Design l2_port_arbiter, sky130hd; sources not shown.
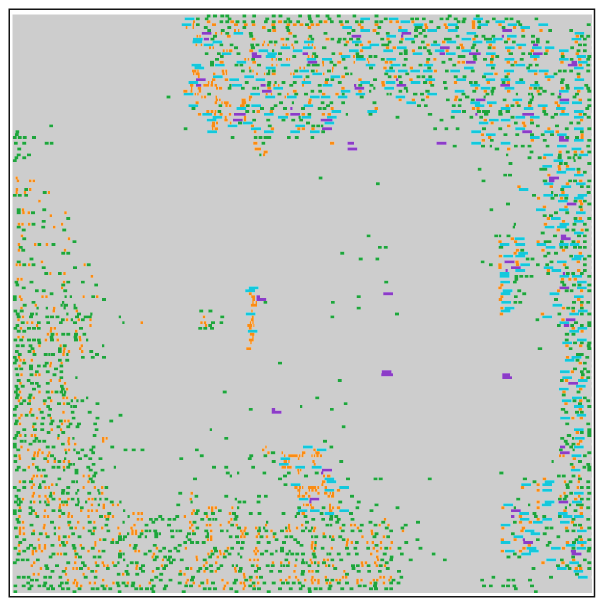
class_map.png
Fill, decap, tap and diode cells in gray.
legend:
  remaining logic cells:
    color: orange
    cells: 1014
    share_of_their_area: 22%
  remaining buffers and delay cells:
    color: green
    cells: 1612
    share_of_their_area: 48%
  registers:
    color: cyan
    cells: 325
    share_of_their_area: 25%
  clock drivers and dummy loads:
    color: purple
    cells: 80
    share_of_their_area: 4.8%
fin util: 0.126
sequential cell area share: 0.218
core area: 296000 sq um
Core Rows: 200
post-route cell area: 37400 sq um

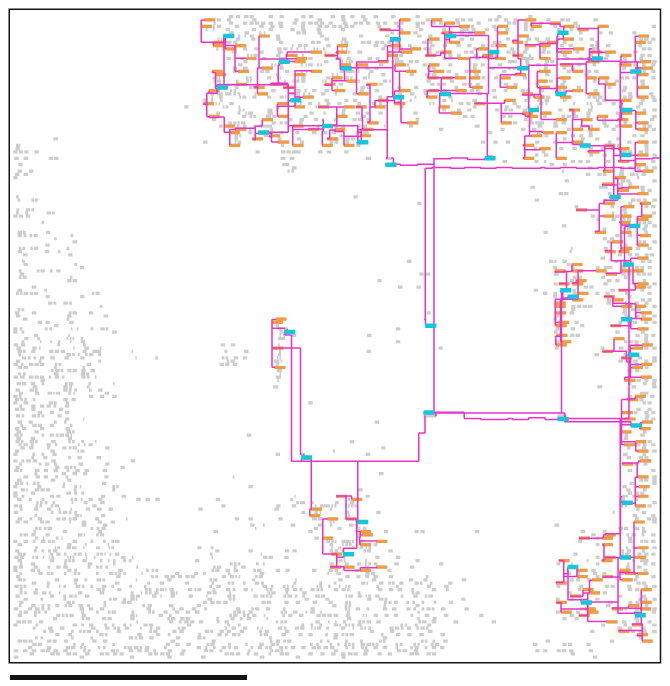
clock_wires.png
Bar = 200 um.
legend:
  clock wires:
    color: magenta
    length: 7300 um
  clock-net drivers:
    color: cyan
    count: 44
  flip-flops:
    color: orange
    count: 325
routed clock nets: 45
P_clk: 1620 uW
skew final: 0.0325 ns
Clock Power Share: 0.168
Late-Pin Clk Latency: 0.64 ns

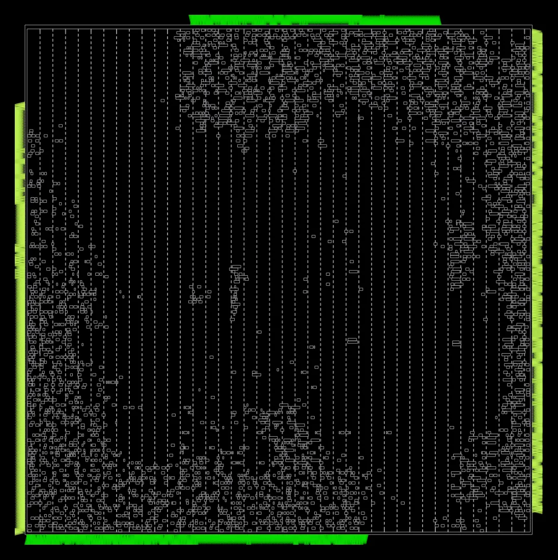
placed.png
# Taps: 3939
Non-Filler Instances: 7070

==> results.py <==
# Generated from Yosys and OpenROAD reports
metrics = {
    "grt": {
        "grt_pass1_wl_um": 285000,
        "gr-usage-met2": 0.259,
        "grt_pass1_vias": 21700,
        "grt_max_degree": 30,
        "grt_overflow": 0,
        "grtUsageMet1": 0.150,
        "grtUsageTotal": 0.153,
        "antenna_found_initial": 210,
        "met3_usage": 0.0843,
        "busiest_layer": "met2",
    },
    "cells_and_area": {
        "final-comb-area_sq_um": 7100,
        "syn_to_final_growth_pct": 131,
        "comb-cell-share": 0.190,
        "nonClkBufAreaFrac": 0.412,
        "clock_tree_area_fraction": 0.0417,
        "buffers": 1612,
        "mostFrequentLayoutCells": "clkdlybuf4s50_1 (1416), and3_1 (517), dfrtp_1 (324)",
        "drive_gt1_frac": 0.0567,
        "nClkBuffers": 65,
        "ff_count": 325,
        "largest_reg_flops": 256,
        "num-multi-input-gates": 1007,
        "lay_top_count": "clkdlybuf4s50_1",
        "n_fill_cell": 34700,
        "final_nets": 3585,
        "seq_area_sq_um": 8130,
    },
    "synthesis": {
        "syn_area_sq_um": 16200,
        "ys_ff": 325,
        "simple_gate_share": 0.239,
        "mux_area_frac": 0.0246,
        "yosysMostFrequentCell": "and3_1",
        "top_area_cell": "dfrtp_1",
        "syn_area_per_cell_sq_um": 10.6,
        "ys_warn_count": 0,
        "ys_top_logic_family": "simple AND/OR/NAND/NOR gates",
        "top_cells_by_count": "and3_1 (517), dfrtp_1 (324), a22o_1 (256), clkbuf_1 (117), nand2_1 (49)",
        "ys_cells": 1521,
        "topCellsByArea": "dfrtp_1 (50%), and3_1 (20%), a22o_1 (14%)",
        "ys_sh_aoi": 0.157,
        "synth_nets": 2109,
        "ys.flop_type": "dfrtp_1",
        "syn_inst": 1521,
        "ys_sh_adder": 0.00464,
        "ys_area_sq_um": 16200,
        "top_area_frac": 0.501,
    },
    "timing": {
        "tns_ns": 0,
        "hold_violations": 0,
        "max-slew-margin-rel": 0.309,
        "maxSlewViolCount": 0,
        "fin_crit_ns": 7.42,
        "timing.fmax_mhz": 135,
        "rsz0062_at_grt": "false",
        "setup_viol": 0,
        "min_period_over_period": 0.690,
    },
    "worst_setup_path": {
        "path_class": "primary input to output pin",
        "path_max_fanout": 10,
        "crit_family": "buffers and inverters",
        "path_buffers": 5,
        "cp.arrival_ns": 5.27,
        "cp_cell_sequence": "clkbuf_2 > buf_12 > clkbuf_1 > clkbuf_1 > and3_1 > clkdlybuf4s50_1",
        "slowest_stage": "clkdlybuf4s50_1",
        "cp.required_ns": 8.60,
        "reg2reg_slack_ns": 7.95,
        "path_depth": 6,
        "critPathCaptureType": "output pin",
        "reg2reg_depth": 8,
        "startpoint_type": "primary input",
        "slowest_delay_ns": 1.03,
    },
    "job": {
        "max-cap-violations": 0,
        "warning_count": 29,
    },
    "placed_design": {
        "gp_congestion": 1.07,
        "io_buffers": 1416,
        "hpwl_um": 211000,
    },
    "clocking": {
        "cts_resized": 0,
        "ctsHoldBuffers": 0,
        "clk_pin_slew_ns": 0.05,
        "clock_path_buffers": 3,
        "cts_buffers": 44,
        "cts_tree": "built",
    },
    "min_path": {
        "min_path_cells": 2,
    },
    "detailed_routing": {
        "dr.pass1.iters": 4,
        "vias": 20800,
        "drt_iter0_drc": 1197,
        "via_per_inst": 2.94,
        "drcViolationCount": 0,
        "met3WireLength_um": 28200,
        "top_layer": "met4",
        "wl_met2_um": 114000,
        "antenna_left": 0,
    },
    "power": {
        "ir_drop_v": 0.0000873,
        "leakage_uw": 0.0152,
    },
    "outcome": {
        "outcome": "complete, no violations",
    },
    "floorplanning": {
        "die_x_um": 549,
        "chip_area_sq_um": 302000,
        "die_h_um": 551,
    },
}
[where the power goes]
| part | internal, uW | leakage (uW) | switching, uW |
|---|---|---|---|
| clock | 953 | 0.000770 | 671 |
| sequential | 1780 | 0.00406 | 380 |
| combinational | 2390 | 0.0104 | 3480 |
[per-stage QoR]
stage / total power, uW / cells / utilization / hold slack [ns] / setup slack (ns)
2_1_floorplan: 4630 / 1521 / - / 0.465 / 4.26
5_1_grt: 10200 / 7055 / 0.126 / 0.508 / 3.28
6_report: 9660 / 7070 / 0.126 / 0.481 / 3.33
3_3_place_gp: 8180 / 6876 / 0.119 / 0.464 / 0.606
4_1_cts: 9920 / 6970 / 0.125 / 0.486 / 3.34
3_5_place_dp: 8180 / 6890 / 0.120 / 0.473 / 3.36
No activity file was given, so power comes from the tool's default toggle rates.
